## src/rtl/shake128_block_packer.sv

```systemverilog
// shake128_block_packer
// Packs a 64-bit little-endian message word stream into RATE-bit blocks
// with SHAKE padding, for the absorb port of the SHAKE128 core.
// Build option: define SHAKE_PACK_SHA3_DS_EN to use the SHA3 domain byte
// 0x06 in place of the SHAKE domain byte 0x1F. Interface and timing are
// the same either way.
//
// state    | meaning
// ---------+-----------------------------------------------------------
// ST_FILL  | accepting message words into the accumulator
// ST_EMIT  | accumulator presented as a block, waiting for blk_ready
// ST_EXTRA | pad-only block presented (message ended on a block edge)

module shake128_block_packer #(
  parameter int RATE = 1344
) (
  input  logic            clk,
  input  logic            rst_n,
  input  logic            init,
  input  logic            msg_valid,
  input  logic [63:0]     msg_data,
  input  logic            msg_last,
  input  logic [3:0]      msg_bytes,
  output logic            msg_ready,
  output logic            blk_valid,
  output logic [RATE-1:0] blk_data,
  output logic            blk_last,
  input  logic            blk_ready,
  output logic            busy
);

  localparam int LANES = RATE / 64;
  localparam int BYTES = RATE / 8;
  localparam int LW    = (LANES > 1) ? $clog2(LANES) : 1;
  localparam int PW    = $clog2(BYTES + 1);

  localparam logic [LW-1:0] LAST_LANE = LW'(LANES - 1);

`ifdef SHAKE_PACK_SHA3_DS_EN
  localparam logic [7:0] DS_BYTE = 8'h06;
`else
  localparam logic [7:0] DS_BYTE = 8'h1F;
`endif

  // Pad-only block: domain byte first, 0x80 in the final rate byte.
  localparam logic [RATE-1:0] EXTRA_BLK = {{(RATE-8){1'b0}}, DS_BYTE} |
                                          {8'h80, {(RATE-8){1'b0}}};

  typedef enum logic [1:0] {
    ST_FILL  = 2'd0,
    ST_EMIT  = 2'd1,
    ST_EXTRA = 2'd2
  } state_t;

  state_t          state_q,    state_d;
  logic [RATE-1:0] acc_q,      acc_d;
  logic [LW-1:0]   lane_cnt_q, lane_cnt_d;
  logic            pad_pend_q, pad_pend_d;
  logic            last_q,     last_d;

  logic [3:0]      n_eff;
  logic [63:0]     lane_word;
  logic [PW-1:0]   pad_byte;
  logic [RATE-1:0] pad_vec;
  logic            full_tail;

  // Shape the incoming word: clamp the byte count, zero bytes past the
  // end of the message, and build the padding pattern for this position.
  always_comb begin : word_prep
    n_eff     = (msg_bytes > 4'd8) ? 4'd8 : msg_bytes;
    lane_word = msg_data;
    if (msg_last) begin
      for (int k = 0; k < 8; k++) begin
        if (4'(k) >= n_eff) begin
          lane_word[8*k +: 8] = 8'h00;
        end
      end
    end
    // With n=8 this lands on the first byte of the next lane, which is
    // exactly where the domain byte belongs.
    pad_byte = PW'({lane_cnt_q, 3'b000}) + PW'(n_eff);
    pad_vec  = '0;
    for (int b = 0; b < BYTES; b++) begin
      if (PW'(b) == pad_byte) begin
        pad_vec[8*b +: 8] = DS_BYTE;
      end
    end
    pad_vec[RATE-8 +: 8] = pad_vec[RATE-8 +: 8] ^ 8'h80;
    // A full final word in the last lane leaves no room for padding.
    full_tail = msg_last && (n_eff == 4'd8) && (lane_cnt_q == LAST_LANE);
  end

  // Next-state and accumulator update; init overrides everything.
  always_comb begin : fsm_next
    state_d    = state_q;
    acc_d      = acc_q;
    lane_cnt_d = lane_cnt_q;
    pad_pend_d = pad_pend_q;
    last_d     = last_q;

    unique case (state_q)
      ST_FILL: begin
        if (msg_valid) begin
          for (int i = 0; i < LANES; i++) begin
            if (LW'(i) == lane_cnt_q) begin
              acc_d[64*i +: 64] = lane_word;
            end
          end
          if (msg_last) begin
            state_d = ST_EMIT;
            if (full_tail) begin
              last_d     = 1'b0;
              pad_pend_d = 1'b1;
            end else begin
              acc_d  = acc_d ^ pad_vec;
              last_d = 1'b1;
            end
          end else if (lane_cnt_q == LAST_LANE) begin
            state_d = ST_EMIT;
            last_d  = 1'b0;
          end else begin
            lane_cnt_d = lane_cnt_q + LW'(1);
          end
        end
      end
      ST_EMIT: begin
        if (blk_ready) begin
          acc_d      = '0;
          lane_cnt_d = '0;
          last_d     = 1'b0;
          state_d    = pad_pend_q ? ST_EXTRA : ST_FILL;
        end
      end
      ST_EXTRA: begin
        if (blk_ready) begin
          pad_pend_d = 1'b0;
          state_d    = ST_FILL;
        end
      end
      default: begin
        state_d = ST_FILL;
      end
    endcase

    if (init) begin
      state_d    = ST_FILL;
      acc_d      = '0;
      lane_cnt_d = '0;
      pad_pend_d = 1'b0;
      last_d     = 1'b0;
    end
  end

  // State and datapath registers.
  always_ff @(posedge clk or negedge rst_n) begin
    if (!rst_n) begin
      state_q    <= ST_FILL;
      acc_q      <= '0;
      lane_cnt_q <= '0;
      pad_pend_q <= 1'b0;
      last_q     <= 1'b0;
    end else begin
      state_q    <= state_d;
      acc_q      <= acc_d;
      lane_cnt_q <= lane_cnt_d;
      pad_pend_q <= pad_pend_d;
      last_q     <= last_d;
    end
  end

  // Outputs decode from registered state only, so there is no
  // combinational path from either valid to either ready.
  assign msg_ready = (state_q == ST_FILL);
  assign blk_valid = (state_q == ST_EMIT) || (state_q == ST_EXTRA);
  assign blk_data  = (state_q == ST_EMIT)  ? acc_q :
                     (state_q == ST_EXTRA) ? EXTRA_BLK : '0;
  assign blk_last  = (state_q == ST_EMIT)  ? last_q : (state_q == ST_EXTRA);
  assign busy      = (state_q != ST_FILL) || (lane_cnt_q != '0);

endmodule

```

## config.mk

```make
export PLATFORM = sky130hd
export DESIGN_NAME = shake128_block_packer
export DESIGN_NICKNAME = d
export VERILOG_FILES = /design/src/rtl/shake128_block_packer.sv
export SDC_FILE = /design/constraint.sdc
export NUM_CORES = 2
export LEC_CHECK = 0
export CAP_MARGIN = 20
export CORE_AREA = 2 2 552 554
export CTS_CLUSTER_SIZE = 40
export DETAILED_ROUTE_END_ITERATION = 12
export DIE_AREA = 0 0 554 556
export GPL_ROUTABILITY_DRIVEN = 0
export MAX_ROUTING_LAYER = met4
export PLACE_DENSITY = 0.53
export SYNTH_ARGS = -nofsm -noshare
export SYNTH_HDL_FRONTEND = slang
export SYNTH_SLANG_ARGS = --single-unit
```

## constraint.sdc

```tcl
create_clock -name clk -period 7.1 [get_ports clk]
set_input_delay 0.71 -clock clk [delete_from_list [all_inputs] [get_ports clk]]
set_output_delay 0.71 -clock clk [all_outputs]
set_load 0.01 [all_outputs]
```

**Metal 3**

Drawn at 1 px/um.
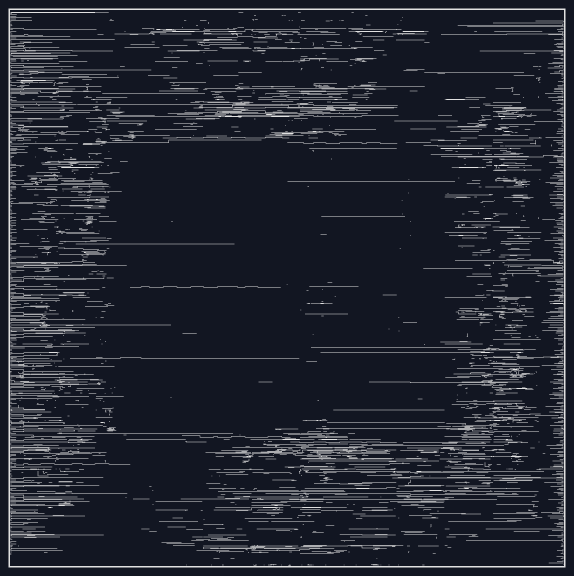
longest straight run: 236 um
share of all routed wire: 9.5%
wire length on this layer: 41.7 mm
WL final: 440000 um
DR vias: 69749
M3 GR Usage: 7.28%

**Clock distribution**

Drawn at 1 px/um.
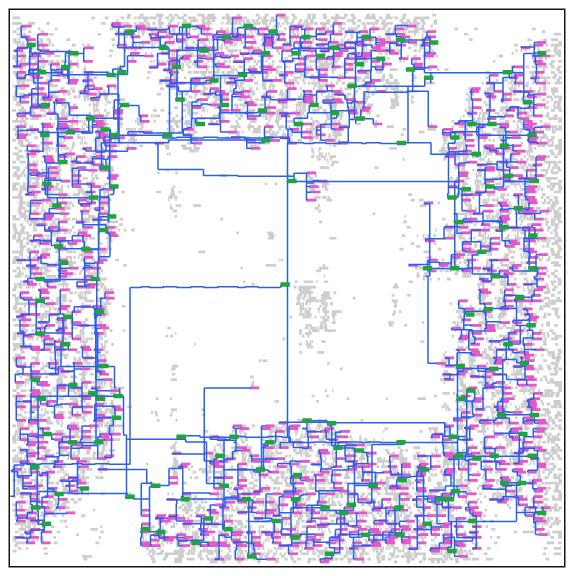
[clock drivers] green | count: 168
[flip-flops] magenta | count: 1353
[clock wires] blue | length: 22.7 mm
routed clock nets: 169
flops lie: spread over the die
Final Skew: 0.0725 ns
Insertion Delay late pin: 0.87 ns
clock share of power: 43.9%

**Clock routing**

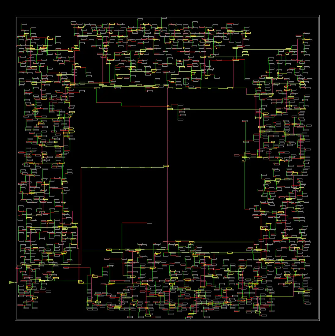
Flop Count: 1353
Clock buffer cells: 234
CTS Sinks: 1353
CTS buffer count: 168
Clk power: 0.00923 W

==> reports/qor.csv <==
stage;metric;value;unit
route;vias_per_cell;5.30;
critical_path;r2r_cells;9;
clocking;cts_tree;built;
place;place_area;88500;um^2
sta;finalMaxSlewViolations;0;
yosys;ff_type;dfrtp_1;
yosys;yosysUniqueCellTypes;68;
min_path;hold_depth;2;
power_and_ir_drop;power.density;222;nW/um^2
place;dp_slack;1.98;ns
sta;setup_tns;0;ns
sta;finalHoldViolations;0;
yosys;synth_cells;7764;
sta;maxSlewHeadroom;20.2;%
power_and_ir_drop;p_sw;0.00714;W
run_status;violations;antenna rules;
yosys;edf_count;0;
global_route;gr-total-overflow;0;
power_and_ir_drop;ir_drop;0.184;mV
yosys;common_cells;nand2_1, and2_1, dfrtp_1;
layout;lay_top_count;nand2_1;
floorplanning;row_count;202;
critical_path;critical_path.startpoint_type;flop;
min_path;hp-start;acc_q[1309];
sta;setup_viol;0;
critical_path;r2r-start;lane_cnt_q[1];
yosys;syn_avg_cell_area;8.92;um^2
place;dpl.hpwl;303000;um
floorplanning;die_h;556;um
layout;postLayoutCoreUtil;31.3;%
power_and_ir_drop;power_frac_comb;18.3;%
yosys;yosysTopAreaCell;dfrtp_1;
route;drt-pass1-iter-count;7;
sta;worst_pin_slew;1.19;ns
critical_path;cp-end-kind;output pin;
clocking;cts_max_path_buffers;4;
sta;worst_slack;1.68;ns
yosys;async_flop_share;100;%
yosys;yosysWarningCount;0;
route;antenna_left;1;
clocking;cts_setup_buffers;0;
critical_path;endpoint;blk_data[465];
critical_path;critPathKind;reg2out;
clocking;cts_hold_buf;1;
power_and_ir_drop;p_sw_share;34.0;%
floorplanning;die-area;308000;um^2
run;max_cap_violations;0;
critical_path;worstPathRequired;6.39;ns
yosys;ys.flops;1353;
run_status;status;complete, but fails checks;
route;drcViolationCount;0;
clocking;htreeDepth;4;
global_route;antenna_found_initial;75;
critical_path;r2r_end;acc_q[649];
sta;rsz0062_at_grt;no;
global_route;grt_pass1_vias;66831;
layout;area_growth_syn_to_layout;36.6;%
clocking;cts_resized;0;
route;wl_per_cell;33.4;um
min_path;hold_path_end;acc_q[1309];
sta;timing.fmax;0.184;GHz
layout;stdcell_area;94700;um^2
-- sequential cells by signal, summed over array words and instances (netlist names) --
signal      count
acc_q        1344
last_q          1
pad_pend_q      1
lane_cnt_q      5
state_q         2
-- cells by family (layout without fill, tap and decap cells) --
group                      Yosys count  after routing  synth area share, %
and+or+nand+nor                   3458           3458                 24.9
AOI/OAI and AO/OA                 2146           2146                 20.2
DFF                               1353           1353                 48.9
buffers and inverters              620           1934                 3.57
xor gates and xnor gates           141            141                 1.79
muxes                               36             36                0.522
adders and majority gates           10             10                0.181
other                                0            109                    0
-- power groups by stage --
stage / Clock (W) / Sequential, W / Combinational, W
floorplan: 0 / 0.00804 / 0.00167
finish: 0.00923 / 0.00795 / 0.00384
global placement: 0 / 0.00808 / 0.00371
CTS: 0.00934 / 0.00794 / 0.00381
global route: 0.00965 / 0.00796 / 0.00400
detailed placement: 0 / 0.00808 / 0.00380
-- critical path, stage by stage, from the launching register on --
cell and delay, ns:
dfrtp_1 0.40, inv_1 0.14, ha_4 0.71, buf_12 0.50
buf_4 0.84, and2_1 0.36, clkdlybuf4s50_1 0.66
-- routing by layer --
metal / up-vias / GRT usage (%) / wire (um)
li1: 29338 / - / -
met1: 34828 / 34.5 / 176000
met2: 4591 / 42.2 / 197000
met3: 992 / 7.28 / 41700
met4: 0 / 15.8 / 25300
met5: - / - / 0
-- final cells by class --
class                   instances  area, um^2
clock inverters                62         905
clock buffers                 234        4820
well taps                    3978        4980
flip-flops and latches       1353       33900
inverters                      35         131
multi-input cells            5791       33600
diodes                        109         273
fillers                     31133      207000
repair buffers               1603       16100
No activity file was given, so power comes from the tool's default toggle rates.
